$ cat config.mk
export PLATFORM = sky130hd
export DESIGN_NAME = instr_sequencer
export DESIGN_NICKNAME = d
export VERILOG_FILES = /design/src/rtl/instr_sequencer.sv
export SDC_FILE = /design/constraint.sdc
export NUM_CORES = 1
export LEC_CHECK = 0
export ABC_AREA = 1
export CAP_MARGIN = 20
export CORE_MARGIN = 5
export CORE_UTILIZATION = 45
export DETAILED_ROUTE_END_ITERATION = 10
export GPL_TIMING_DRIVEN = 0
export SLEW_MARGIN = 20
export SYNTH_ARGS = -nofsm -noshare
export SYNTH_HDL_FRONTEND = slang
export SYNTH_SLANG_ARGS = --single-unit
$ cat constraint.sdc
create_clock -name clk -period 2 [get_ports clk]
set_input_delay 0.6 -clock clk [delete_from_list [all_inputs] [get_ports clk]]
set_output_delay 0.6 -clock clk [all_outputs]
set_load 0.01 [all_outputs]
$ cat src/rtl/instr_sequencer.sv
// Instruction sequencer: program counter with relative jump, call/return stack
// and sticky overflow/underflow halt. Define SEQ_WRAP_STACK_EN for a circular return stack.
module instr_sequencer #(
  parameter int WORD_WIDTH   = 16,
  parameter int OFFSET_WIDTH = 8,
  parameter int STACK_DEPTH  = 8,
  parameter logic [WORD_WIDTH-1:0] RESET_ADDR = {WORD_WIDTH{1'b0}}
) (
  input  logic                             clk,
  input  logic                             rst_n,
  input  logic                             advance,
  input  logic [1:0]                       op,
  input  logic                             cond,
  input  logic [OFFSET_WIDTH-1:0]          offset,
  output logic [WORD_WIDTH-1:0]            pointer,
  output logic [$clog2(STACK_DEPTH+1)-1:0] depth,
  output logic                             overflow,
  output logic                             underflow,
  output logic                             halted
);

  localparam int DW = $clog2(STACK_DEPTH + 1);
  localparam int IW = (STACK_DEPTH > 1) ? $clog2(STACK_DEPTH) : 1;

  localparam logic [WORD_WIDTH-1:0] ONE_W      = WORD_WIDTH'(1'b1);
  localparam logic [DW-1:0]         ONE_D      = DW'(1'b1);
  localparam logic [DW-1:0]         ZERO_D     = {DW{1'b0}};
  localparam logic [DW-1:0]         DEPTH_FULL = DW'(STACK_DEPTH);
  localparam logic [IW-1:0]         ONE_I      = IW'(1'b1);
  localparam logic [IW-1:0]         ZERO_I     = {IW{1'b0}};
  localparam logic [IW-1:0]         IDX_LAST   = IW'(STACK_DEPTH - 1);

  typedef enum logic [1:0] {
    OP_NEXT = 2'b00,
    OP_JUMP = 2'b01,
    OP_CALL = 2'b10,
    OP_RET  = 2'b11
  } op_e;

  function automatic logic [WORD_WIDTH-1:0] sext(input logic [OFFSET_WIDTH-1:0] v);
    return WORD_WIDTH'($signed(v));
  endfunction

  // Stack slots are addressed circularly so the same indexing serves both stack modes.
  function automatic logic [IW-1:0] idx_inc(input logic [IW-1:0] i);
    if (i == IDX_LAST) return ZERO_I;
    else               return i + ONE_I;
  endfunction

  function automatic logic [IW-1:0] idx_dec(input logic [IW-1:0] i);
    if (i == ZERO_I) return IDX_LAST;
    else             return i - ONE_I;
  endfunction

  logic [WORD_WIDTH-1:0] pointer_r;
  logic [WORD_WIDTH-1:0] ptr_nxt_s;
  logic [WORD_WIDTH-1:0] seq_ptr_s;
  logic [WORD_WIDTH-1:0] tgt_ptr_s;
  logic [WORD_WIDTH-1:0] stack_r [STACK_DEPTH];
  logic [DW-1:0]         depth_r;
  logic [DW-1:0]         depth_nxt_s;
  logic [IW-1:0]         wr_idx_r;
  logic [IW-1:0]         wr_idx_nxt_s;
  logic [IW-1:0]         top_idx_s;
  logic                  push_s;
  logic                  ovf_set_s;
  logic                  unf_set_s;
  logic                  overflow_r;
  logic                  underflow_r;
  logic                  halted_r;

  assign seq_ptr_s = pointer_r + ONE_W;
  assign tgt_ptr_s = pointer_r + sext(offset);
  assign top_idx_s = idx_dec(wr_idx_r);

  // Decode the requested operation into next pointer, stack motion and fault flags.
  always_comb begin
    ptr_nxt_s    = pointer_r;
    depth_nxt_s  = depth_r;
    wr_idx_nxt_s = wr_idx_r;
    push_s       = 1'b0;
    ovf_set_s    = 1'b0;
    unf_set_s    = 1'b0;
    if (advance && !halted_r) begin
      case (op_e'(op))
        OP_NEXT: ptr_nxt_s = seq_ptr_s;
        OP_JUMP: begin
          if (cond) ptr_nxt_s = tgt_ptr_s;
          else      ptr_nxt_s = seq_ptr_s;
        end
        OP_CALL: begin
          if (!cond) begin
            ptr_nxt_s = seq_ptr_s;
          end else if (depth_r != DEPTH_FULL) begin
            push_s       = 1'b1;
            depth_nxt_s  = depth_r + ONE_D;
            wr_idx_nxt_s = idx_inc(wr_idx_r);
            ptr_nxt_s    = tgt_ptr_s;
          end else begin
`ifdef SEQ_WRAP_STACK_EN
            // Full stack: the write slot is the oldest entry, so it is overwritten.
            push_s       = 1'b1;
            wr_idx_nxt_s = idx_inc(wr_idx_r);
            ptr_nxt_s    = tgt_ptr_s;
`else
            ovf_set_s    = 1'b1;
`endif
          end
        end
        OP_RET: begin
          if (!cond) begin
            ptr_nxt_s = seq_ptr_s;
          end else if (depth_r != ZERO_D) begin
            ptr_nxt_s    = stack_r[top_idx_s];
            depth_nxt_s  = depth_r - ONE_D;
            wr_idx_nxt_s = top_idx_s;
          end else begin
            unf_set_s    = 1'b1;
          end
        end
        default: ptr_nxt_s = pointer_r;
      endcase
    end else begin
      ptr_nxt_s = pointer_r;
    end
  end

  // Pointer, stack bookkeeping and sticky fault registers.
  always_ff @(posedge clk or negedge rst_n) begin
    if (!rst_n) begin
      pointer_r   <= RESET_ADDR;
      depth_r     <= ZERO_D;
      wr_idx_r    <= ZERO_I;
      overflow_r  <= 1'b0;
      underflow_r <= 1'b0;
      halted_r    <= 1'b0;
    end else begin
      pointer_r   <= ptr_nxt_s;
      depth_r     <= depth_nxt_s;
      wr_idx_r    <= wr_idx_nxt_s;
      overflow_r  <= overflow_r | ovf_set_s;
      underflow_r <= underflow_r | unf_set_s;
      halted_r    <= halted_r | ovf_set_s | unf_set_s;
    end
  end

  // Return-stack storage; a push records the return address pointer+1.
  always_ff @(posedge clk or negedge rst_n) begin
    if (!rst_n) begin
      for (int i = 0; i < STACK_DEPTH; i++) stack_r[i] <= {WORD_WIDTH{1'b0}};
    end else if (push_s) begin
      stack_r[wr_idx_r] <= seq_ptr_s;
    end
  end

  assign pointer   = pointer_r;
  assign depth     = depth_r;
  assign overflow  = overflow_r;
  assign underflow = underflow_r;
  assign halted    = halted_r;

endmodule

Figure 1. Placed cells, one colour a class.
(3 px per µm)
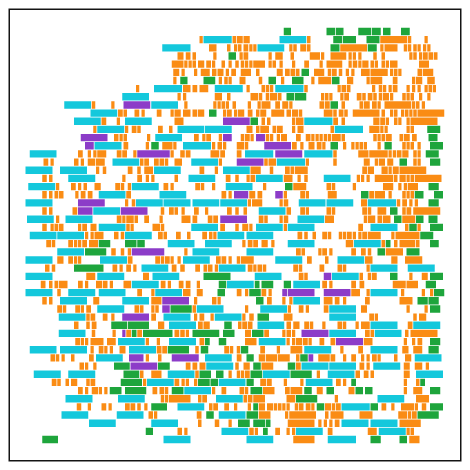
| colour | class | cells | share of their area |
|---|---|---|---|
| purple | clock drivers and dummy loads | 31 | 5.4% |
| cyan | flops | 154 | 36% |
| orange | combinational and other logic | 953 | 47% |
| green | other buffers and delay cells | 130 | 12% |

Figure 2. Signal wires on met3.
(2 px per µm) Cells faint in the background.
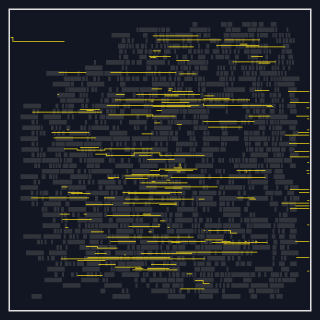
longest straight run: 71.8 µm
main direction: horizontal
nets with wire on the layer: 115
wire length on this layer: 1,970 µm
Vias: 8,403
met3 usage: 5.09%
routed wire length: 30,100 µm

Figure 3. Routed metal per tile.
(2 px per µm) The die is cut into 30 by 30 equal tiles; dark purple is low, yellow is high, scaled to the fullest tile. Values are wire area over tile area, all layers added.
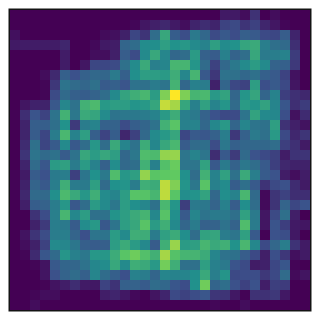
tiles over half the peak: 20%
mean over tiles: 0.22
densest ninth of the die: centre
nearly empty tiles: 17%
fullest tile: 0.71

Figure 4. Clock wiring as the flow saved it.
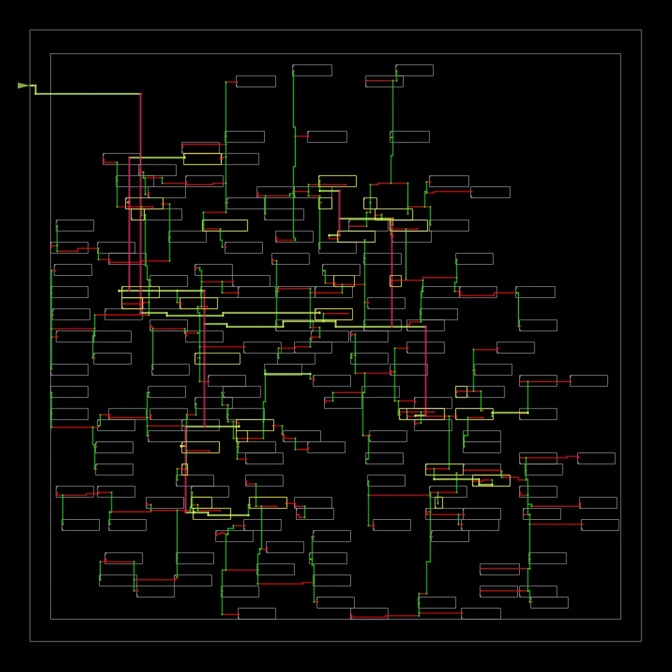
clk ins delay skew pair: 0.43 ns
CTS Buf Count: 17

Figure 5. Cell sizes after repair.
(2 px per µm)
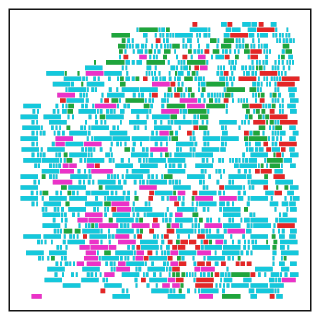
| colour | size | cells | share | most used |
|---|---|---|---|---|
| green | _2 cells | 131 | 10% | nand2_2 |
| red | _3 and _4 cells | 86 | 6.8% | buf_4 |
| cyan | _0 and _1 cells | 986 | 78% | nand2_1 |
| magenta | _6 and larger | 65 | 5.1% | buf_6 |

==> ci_impl_report.md <==
### Yosys + OpenROAD results

| Metric | Value |
|---|---|
| HP Class | input pin to async pin |
| DRC viols | 0 |
| Worst path max stage delay | 0.44 ns |
| Yosys Chip Area | 0.00882 mm² |
| Share of cells above drive strength 1 | 22.2% |
| Violated checks | setup timing |
| Fp util | 45.5% |
| Setup violations, final | 8 |
| Iteration tally of the first detailed-router pass | 5 |
| IO Port Bufs | 36 |
| Static leakage | 5.36 nW |
| Crit-path cells | inv_8, ha_4, ha_4, nor2_4, buf_12, inv_6, buf_12, buf_6, a21oi_2, o21ai_1, nand2_2, inv_1, nand2_1, nand2_1, a21oi_2 |
| Fillers | 1,864 |
| Core box area | 0.0194 mm² |
| Vias in the first global route | 8,050 |
| Crit path kind | flop to flop |
| Slew margin rel. | 53.6% |
| First-pass GRT wire length | 45,800 µm |
| Final worst slack | -0.0720 ns |
| Clock sinks | 154 |
| Top power group | the clock network |
| Setup Skew | 0.00870 ns |
| # hold bufs at CTS | 0 |
| Slowest-stage cell, CP | dfrtp_2 |
| Seq share, synth | 43.7% |
| Post-layout util | 57.9% |
| Area Overhead vs Synth | 27.3% |
| Initial DRC count | 704 |
| Ports | 37 |
| Startpoint types | flop |
| Fin nets | 1,297 |
| Die Size | 0.0225 mm² |
| Max-slew violation count | 0 |
| Setup crit end kind | flop |
| Largest net degree at the start of global routing | 84 |
| Total chip power | 6.89 mW |
| Clock-pin slew on the worst setup and hold paths | 0.06 ns |
| Max Cap Viol | 0 |
| Slew @ Worst Pin | 0.693 ns |
| Most common cell in the synthesized netlist | nand2_1 |
| Vias per cell | 5.48 |
| Row count | 51 |
| WL/cell | 19.6 µm |
| Top_reg_cell synth | dfrtp_1 |
| Width of the die | 150 µm |
| Max-area cell share | 43.7% |
| Flops out of synthesis | 154 |
| Post-synth ARST share | 100% |
| Die Y | 150 µm |
| Main area contributors | dfrtp_1 44%, nand2_1 16%, o21ai_1 4.9%, o21ai_0 4.9%, inv_1 4.1% |
| Top cells by count | 387 x nand2_1, 154 x dfrtp_1, 97 x inv_1 |
| WP data arrival | 2.43 ns |
| Status | finished, violations left |
| EDFF count, synth | 0 |
| Register share of total power | 45.2% |
| Clock share of power | 47.4% |
| Max VDD drop | 0.620 mV |
| Number of logged tool warnings | 31 |
| Final hold violation count | 0 |
| Avg Inst Size Synth | 7.59 µm² |
| Gate power share | 7.4% |
| Routed Antenna Nets | 0 |
| Switching part of the total power | 24.1% |
| Yosys top cell by area | dfrtp_1 |
| Comb power | 0.510 mW |
| Sw Pwr | 1.66 mW |
| H-tree Lvls | 4 |
| Seq. pwr | 3.11 mW |
## cells in the final DEF (no fill, tap or decap), types with 6 or more instances in the layout
master	n
o21ai_1	110
buf_4	42
clkbuf_4	7
xor2_1	9
nor2_2	9
nand2_4	7
nor2_1	46
clkbuf_16	19
a21oi_1	23
a21oi_2	11
nand2_1	358
dlygate4sd2_1	11
o221ai_1	6
dlymetal6s2s_1	11
a21boi_1	12
nand4_1	10
clkdlybuf4s50_1	10
o21ai_0	61
nor3_1	7
nand2_2	36
buf_6	20
ha_4	12
dfrtp_1	140
ha_1	10
inv_1	88
dfrtp_2	14
nand3_2	14
or2_2	8
buf_2	7
buf_12	9
inv_2	13
nand3_1	51
## logic make-up (layout without fill, tap and decap cells)
logic type	count (synthesis)	after routing	share of synthesized area, %
AND/OR/NAND/NOR	559	559	26.8
AND-OR/OR-AND	249	249	15.7
buffers and inverters	162	268	8.61
flip-flops	154	154	43.7
adder cells (fa/ha/maj)	27	27	4.00
XOR/XNOR	10	10	0.993
multiplexers	1	1	0.114
## critical path, delay by kind of cell, from the launching register on
family	cells	cell delay (ns)
buffers and inverters	6	0.53
DFF	1	0.44
adders and majority gates	2	0.41
and+or+nand+nor	4	0.33
AOI/OAI and AO/OA	3	0.28
## area by class of cell
class,instances,area (µm²),share of cell area (%)
tap,265,332,2.95
clock buffer,21,470,4.19
timing repair buffer,77,805,7.17
buffer,53,548,4.88
clock inverter,10,119,1.06
inverter,107,427,3.80
sequential,154,3870,34.5
multi-input combinational,846,4650,41.4
## stage by stage
stage / hold WS, ns / TNS, ns / std cells / setup slack, ns / instance area, µm²
2_1_floorplan: 0.304 / 0 / 1162 / 0.0124 / 8830
3_3_place_gp: 0.452 / -1026.06 / 1463 / -6.26 / 9520
3_5_place_dp: 0.466 / -65.13 / 1464 / -0.992 / 9560
4_1_cts: 0.196 / -0.147 / 1522 / -0.0588 / 10600
5_1_grt: 0.221 / -1.53 / 1533 / -0.157 / 11200
6_report: 0.165 / -0.205 / 1533 / -0.0720 / 11200
## registers in the layout, indices dropped and copies added (netlist names)
signal / flops
underflow: 1
overflow: 1
halted: 1
pointer: 16
stack_r: 128
wr_idx_r: 3
depth: 4
## final timing paths
kind	depth (start not counted)	end	slack [ns]	startpoint
worst max-delay path	15	pointer[15]$_DFFE_PN0P_	-0.07	wr_idx_r[0]$_DFFE_PN0P_
worst min-delay path	1	stack_r[90]$_DFFE_PN0P_	0.16	rst_n
worst max register to register	15	pointer[15]$_DFFE_PN0P_	-0.07	wr_idx_r[0]$_DFFE_PN0P_
worst min register to register	2	overflow$_DFF_PN0_	0.47	overflow$_DFF_PN0_
max in group asynchronous	2	pointer[2]$_DFFE_PN0P_	1.00	rst_n
min in group clk	2	overflow$_DFF_PN0_	0.47	overflow$_DFF_PN0_
## what timing repair did
action	4_1_cts	5_1_grt
pin swaps	13	35
buffers inserted	26	13
gates cloned	1	2
setup endpoints to repair	49	138
hold endpoints to repair	0	0
gates resized	104	172
## layer usage
metal	wire length, µm	track usage, %	share of wire, %	up-vias
li1	-	-	-	3964
met1	13400	37.6	44	4132
met2	14000	42.8	46	263
met3	1970	5.09	6.6	44
met4	783	8.65	2.6	0
met5	0	0	0	-
Power and IR drop assume default switching activity.
